[config.mk]
export PLATFORM = sky130hd
export DESIGN_NAME = lapdfd
export DESIGN_NICKNAME = d
export VERILOG_FILES = /design/src/rtl/lapdfd_pkg.sv /design/src/rtl/lapdfd_dfp.sv /design/src/rtl/lapdfd.sv
export SDC_FILE = /design/constraint.sdc
export NUM_CORES = 2
export LEC_CHECK = 0
export ABC_CLOCK_PERIOD_IN_PS = 8800
export CORE_MARGIN = 2
export CORE_UTILIZATION = 40
export CTS_CLUSTER_SIZE = 8
export DETAILED_ROUTE_END_ITERATION = 7
export GPL_ROUTABILITY_DRIVEN = 1
export PLACE_DENSITY_LB_ADDON = 0.2
export SETUP_SLACK_MARGIN = 0.2
export SYNTH_ARGS = -nofsm -noshare
export SYNTH_HDL_FRONTEND = slang
export SYNTH_SLANG_ARGS = --single-unit
[constraint.sdc]
create_clock -name clock -period 8.8 [get_ports clock]
set_clock_uncertainty 0.15 [all_clocks]
set_input_delay 2.2 -clock clock [delete_from_list [all_inputs] [get_ports clock]]
set_output_delay 2.2 -clock clock [all_outputs]
set_load 0.01 [all_outputs]
[src/rtl/lapdfd_pkg.sv]
// Shared widths, slicer thresholds and PAM5 helpers
// for the four-lane decision-feedback detector.
package lapdfd_pkg;

  localparam int NUM_LANES = 4;
  localparam int NUM_TAPS  = 14;
  localparam int SAMPLE_W  = 8;
  localparam int TAP_W     = 8;
  localparam int FILT_W    = 14;
  localparam int SYM_W     = 3;

  localparam int TH_LO = 26;
  localparam int TH_HI = 77;

  typedef logic signed [SYM_W-1:0] pam5_sym_t;

  function automatic pam5_sym_t slice_pam5(
    input logic signed [FILT_W-1:0] f
  );
    pam5_sym_t s;
    if (f <= -TH_HI)      s = -3'sd2;
    else if (f <= -TH_LO) s = -3'sd1;
    else if (f < TH_LO)   s = 3'sd0;
    else if (f < TH_HI)   s = 3'sd1;
    else                  s = 3'sd2;
    return s;
  endfunction

endpackage

[src/rtl/lapdfd_dfp.sv]
// One detector lane: 14-deep decision history, feedback MAC,
// PAM5 slicer and the registered decision.
module lapdfd_dfp
  import lapdfd_pkg::*;
(
  input  logic                     clock,
  input  logic                     reset,
  input  logic signed [SAMPLE_W-1:0] io_sample,
  input  logic signed [TAP_W-1:0]  io_taps [NUM_TAPS],
  output logic signed [FILT_W-1:0] io_rxFilter,
  output pam5_sym_t                io_symbol
);

  pam5_sym_t hist_q [NUM_TAPS];
  pam5_sym_t sym_d;
  pam5_sym_t sym_q;

  logic signed [FILT_W-1:0] acc;
  logic signed [FILT_W-1:0] tx;
  logic signed [FILT_W-1:0] hx;

  // Worst-case magnitude fits FILT_W, so modular 14-bit math is exact.
  always_comb begin
    acc = {{(FILT_W-SAMPLE_W){io_sample[SAMPLE_W-1]}}, io_sample};
    tx  = '0;
    hx  = '0;
    for (int k = 0; k < NUM_TAPS; k++) begin
      tx  = {{(FILT_W-TAP_W){io_taps[k][TAP_W-1]}}, io_taps[k]};
      hx  = {{(FILT_W-SYM_W){hist_q[k][SYM_W-1]}}, hist_q[k]};
      acc = acc - tx * hx;
    end
  end

  assign io_rxFilter = acc;

  always_comb begin
    sym_d = slice_pam5(acc);
  end

  always_ff @(posedge clock or posedge reset) begin
    if (reset) begin
      sym_q <= '0;
      for (int k = 0; k < NUM_TAPS; k++) begin
        hist_q[k] <= '0;
      end
    end else begin
      sym_q     <= sym_d;
      hist_q[0] <= sym_d;
      for (int k = 1; k < NUM_TAPS; k++) begin
        hist_q[k] <= hist_q[k-1];
      end
    end
  end

  assign io_symbol = sym_q;

endmodule

[src/rtl/lapdfd.sv]
// Four-lane DFE symbol detector: shared taps, per-lane
// feedback, packed symbol word and output valid.
module lapdfd
  import lapdfd_pkg::*;
(
  input  logic        clock,
  input  logic        reset,
  input  logic [7:0]  io_rxSamples_0,
  input  logic [7:0]  io_rxSamples_1,
  input  logic [7:0]  io_rxSamples_2,
  input  logic [7:0]  io_rxSamples_3,
  input  logic [7:0]  io_taps_0,
  input  logic [7:0]  io_taps_1,
  input  logic [7:0]  io_taps_2,
  input  logic [7:0]  io_taps_3,
  input  logic [7:0]  io_taps_4,
  input  logic [7:0]  io_taps_5,
  input  logic [7:0]  io_taps_6,
  input  logic [7:0]  io_taps_7,
  input  logic [7:0]  io_taps_8,
  input  logic [7:0]  io_taps_9,
  input  logic [7:0]  io_taps_10,
  input  logic [7:0]  io_taps_11,
  input  logic [7:0]  io_taps_12,
  input  logic [7:0]  io_taps_13,
  output logic [11:0] io_rxSymbols,
  output logic        io_rxValid
);

  logic signed [TAP_W-1:0] taps [NUM_TAPS];
  pam5_sym_t sym [NUM_LANES];
  logic valid_q;

  always_comb begin
    taps[0]  = io_taps_0;
    taps[1]  = io_taps_1;
    taps[2]  = io_taps_2;
    taps[3]  = io_taps_3;
    taps[4]  = io_taps_4;
    taps[5]  = io_taps_5;
    taps[6]  = io_taps_6;
    taps[7]  = io_taps_7;
    taps[8]  = io_taps_8;
    taps[9]  = io_taps_9;
    taps[10] = io_taps_10;
    taps[11] = io_taps_11;
    taps[12] = io_taps_12;
    taps[13] = io_taps_13;
  end

  lapdfd_dfp dfp_0 (
    .clock       (clock),
    .reset       (reset),
    .io_sample   (io_rxSamples_0),
    .io_taps     (taps),
    .io_rxFilter (),
    .io_symbol   (sym[0])
  );

  lapdfd_dfp dfp_1 (
    .clock       (clock),
    .reset       (reset),
    .io_sample   (io_rxSamples_1),
    .io_taps     (taps),
    .io_rxFilter (),
    .io_symbol   (sym[1])
  );

  lapdfd_dfp dfp_2 (
    .clock       (clock),
    .reset       (reset),
    .io_sample   (io_rxSamples_2),
    .io_taps     (taps),
    .io_rxFilter (),
    .io_symbol   (sym[2])
  );

  lapdfd_dfp dfp_3 (
    .clock       (clock),
    .reset       (reset),
    .io_sample   (io_rxSamples_3),
    .io_taps     (taps),
    .io_rxFilter (),
    .io_symbol   (sym[3])
  );

  always_ff @(posedge clock or posedge reset) begin
    if (reset) valid_q <= 1'b0;
    else       valid_q <= 1'b1;
  end

  assign io_rxSymbols = {sym[0], sym[1], sym[2], sym[3]};
  assign io_rxValid   = valid_q;

endmodule

### Track usage over the die

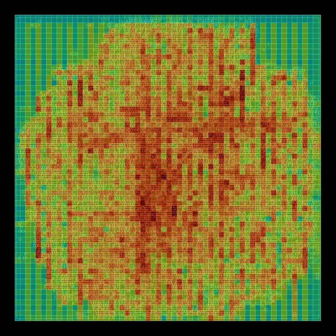
global-route met1 utilization: 37.8%
total routing usage reported by global routing: 27.9%
layer with the highest usage after global routing: met2
detailed-route wire length per cell: 21.0 um
end-of-flow core utilization: 53.5%

### M1 wires

Supply wires on this layer in gray.
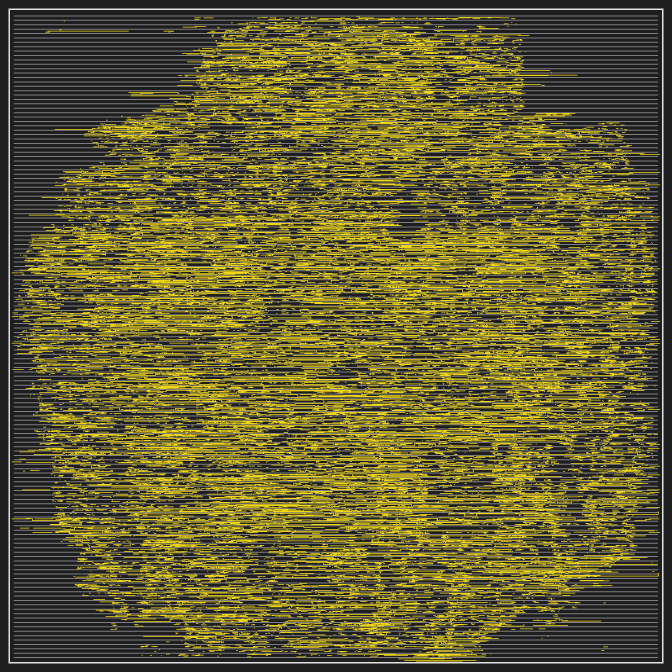
main direction: horizontal
longest straight run: 178 um
nets with wire on the layer: 10096
wire length on this layer: 99.0 mm

### Cell classes on the final placement

Scale bar: 100 um. Fill, decap, tap and diode cells in gray.
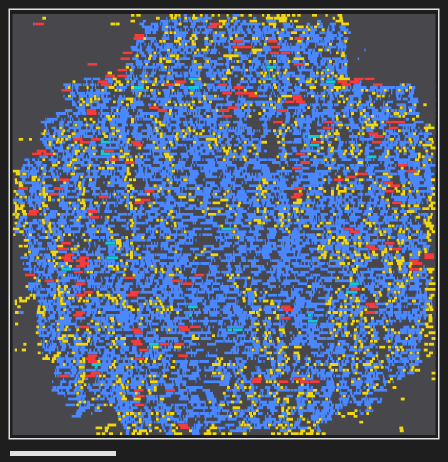
[clock drivers and dummy loads] cyan | cells: 31 | share of their area: 0.77%
[sequential cells] red | cells: 169 | share of their area: 5.2%
[remaining logic cells] blue | cells: 6708 | share of their area: 77%
[remaining buffers and delay cells] yellow | cells: 1688 | share of their area: 17%

### Metal 4

Scale bar: 100 um. Supply wires on this layer in gray.
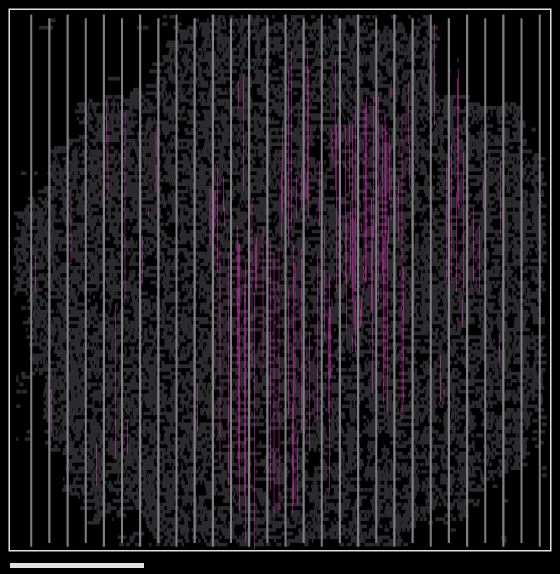
longest straight run: 228 um
share of all routed wire: 4.1%
wire length on this layer: 9160 um
nets with wire on the layer: 101
main direction: vertical

==> GITHUB_STEP_SUMMARY <==
## Synthesis and layout report

| Metric | Value |
|---|---|
| Category of the worst setup path capture point | flip-flop |
| Cell area reported after detailed placement | 78500 um2 |
| Logic Gate Count | 5051 |
| Synth-to-Final Area Change | 32.6% |
| Clk_buf instances | 18 |
| Share of cell area taken by multi-input logic gates | 67.5% |
| Clock tree buffer depth | 2 |
| Final global-route overflow total | 0 |
| Final cell area excluding filler cells | 84700 um2 |
| Reg-to-reg critical path startpoint | dfp_0.hist_q[18] |
| Data-path buffer share of cell area in the final layout | 16.3% |
| Cell count after placement | 10446 |
| I/O pin count | 159 |
| Path category of the worst min-delay check | reg -> reg |
| Non-clock buffer count in the final layout | 1688 |
| Reported max-cap violation count | 0 |
| Worst max-slew margin expressed relative to the limit | 37.4% |
| Fillcell total | 14493 |
| Sequential cell count | 169 |
| Highest fanout seen on the critical path | 6 |
| Effective utilization at floorplan | 40.3% |
| CTS clock-pin slew for the worst setup and hold paths | 0.09 ns |
| ClkCell Share | 0.742% |
| Highest clock frequency the design can meet | 102 MHz |
| Area of combinational cells with multiple inputs | 57100 um2 |
| Start point of the worst hold path | dfp_3.hist_q[11] |
| Critical path startpoint | io_taps_7[2] |
| Iteration tally of the first detailed-router pass | 5 |
| Fraction of final layout cells with drive strength greater than 1 | 29.1% |
| List of most frequent post-synthesis cells | sky130_fd_sc_hd__inv_1 (1656), sky130_fd_sc_hd__fa_1 (1128), sky130_fd_sc_hd__ha_1 (960) |
| Flop and latch count out of synthesis | 169 |
| Post-detailed-route via-to-cell ratio | 4.93 |
| Global-route wire length before repair | 337 mm |
| Number of global-route vias before repair | 55788 |
| Non-CTS inverters | 1657 |
| Critical Path Slowest Stage Cell | sky130_fd_sc_hd__fa_2 |
| Hold path cells | 0 |
| Synthesis Warnings | 0 |
| RSZ-0062 raised after global routing | yes |
| Failing checks | negative setup slack |
| Number of endpoints failing setup at the final stage | 12 |
| Most area-hungry cell class in the final design | combinational gates |
| Distinct cell type count of the synthesized netlist | 90 |
| Max Slew Vio Count | 0 |
| Initial antenna violation count | 5 |
| Post-layout min period | 9.83 ns |
| Mapped Area | 63800 um2 |
| Type of the worst setup path | in -> reg |
| Kind of launch point of the worst setup path | input pin |
| Worst slack, placed | -2.12 ns |
| Worst slack on hold paths | 0.386 ns |
| Post-Syn Nets | 9262 |
| Final setup TNS | -10.78 ns |
| Worst setup slack after layout | -1.03 ns |
| Count of inserted tapcells | 2072 |
| Die Ht | 404 um |
| Largest incremental delay on the critical path | 0.59 ns |
| Async SR Flop Fraction | 100% |
| Detailed-route via count | 52636 |
| Result of the run | complete, but fails checks |
## cells in the final DEF (no fill, tap or decap), types with 22 or more instances in the layout
cell type	count
sky130_fd_sc_hd__inv_1	1546
sky130_fd_sc_hd__buf_4	1378
sky130_fd_sc_hd__fa_1	955
sky130_fd_sc_hd__ha_1	824
sky130_fd_sc_hd__nand2_1	557
sky130_fd_sc_hd__and2_1	357
sky130_fd_sc_hd__xnor2_1	333
sky130_fd_sc_hd__nand2b_1	226
sky130_fd_sc_hd__nor2_1	198
sky130_fd_sc_hd__a21oi_2	180
sky130_fd_sc_hd__fa_2	173
sky130_fd_sc_hd__dfrtp_1	169
sky130_fd_sc_hd__o21bai_1	148
sky130_fd_sc_hd__ha_4	114
sky130_fd_sc_hd__buf_6	113
sky130_fd_sc_hd__a21oi_1	110
sky130_fd_sc_hd__inv_2	107
sky130_fd_sc_hd__xor2_1	92
sky130_fd_sc_hd__a21o_1	85
sky130_fd_sc_hd__xnor2_2	78
sky130_fd_sc_hd__nor2b_1	74
sky130_fd_sc_hd__o21ai_0	69
sky130_fd_sc_hd__clkdlybuf4s50_1	65
sky130_fd_sc_hd__and2_4	34
sky130_fd_sc_hd__dlygate4sd2_1	33
sky130_fd_sc_hd__buf_12	31
sky130_fd_sc_hd__nor2_2	27
sky130_fd_sc_hd__buf_2	27
sky130_fd_sc_hd__nor3_1	23
sky130_fd_sc_hd__ha_2	22
## sequential cells by signal, indices dropped and copies added (netlist names)
register / flops
dfp_1.hist_q: 42
dfp_0.hist_q: 42
io_rxValid: 1
dfp_2.hist_q: 42
dfp_3.hist_q: 42
## critical path, delay by kind of cell
| kind | cells | cell delay [ns] |
|---|---|---|
| XOR/XNOR | 2 | 0.27 |
| adder cells (fa/ha/maj) | 11 | 4.72 |
| AND-OR/OR-AND | 6 | 0.88 |
| AND/OR/NAND/NOR | 3 | 0.63 |
| buffers and inverters | 13 | 1.40 |
## per-layer routing
| metal | share of wire [%] | GRT usage (%) |
|---|---|---|
| met4 | 4.1 | 10.3 |
| met1 | 44 | 37.8 |
| met3 | 5.4 | 4.07 |
| met2 | 46 | 45.1 |
| met5 | 0 | 0 |
## cells by family (layout without fill, tap and decap cells)
logic type / Yosys count / count (layout) / share of synthesized area [%]
muxes: 9 / 9 / 0.149
DFF: 169 / 169 / 6.62
and+or+nand+nor: 1653 / 1653 / 13.2
other: 1 / 3 / 0.00587
buffers and inverters: 1808 / 3376 / 10.7
adders and majority gates: 2092 / 2092 / 54.2
xor gates and xnor gates: 520 / 520 / 7.20
AOI/OAI and AO/OA: 776 / 776 / 7.91
## timing repair
action	CTS	global route
endpoints found under the setup margin	12	12
pin swaps	531	311
gates cloned	12	4
buffers inserted	145	30
resized	852	275
## final timing paths
| check | slack, ns | end |
|---|---|---|
| setup / recovery | -1.03 | dfp_0.hist_q[40] |
| hold / removal | 0.39 | dfp_3.hist_q[8] |
| setup reg to reg | 0.24 | dfp_0.hist_q[40] |
| hold reg to reg | 0.39 | dfp_3.hist_q[8] |
| max in group asynchronous | 5.14 | dfp_0.hist_q[29] |
| min in group asynchronous | 1.94 | dfp_1.hist_q[11] |
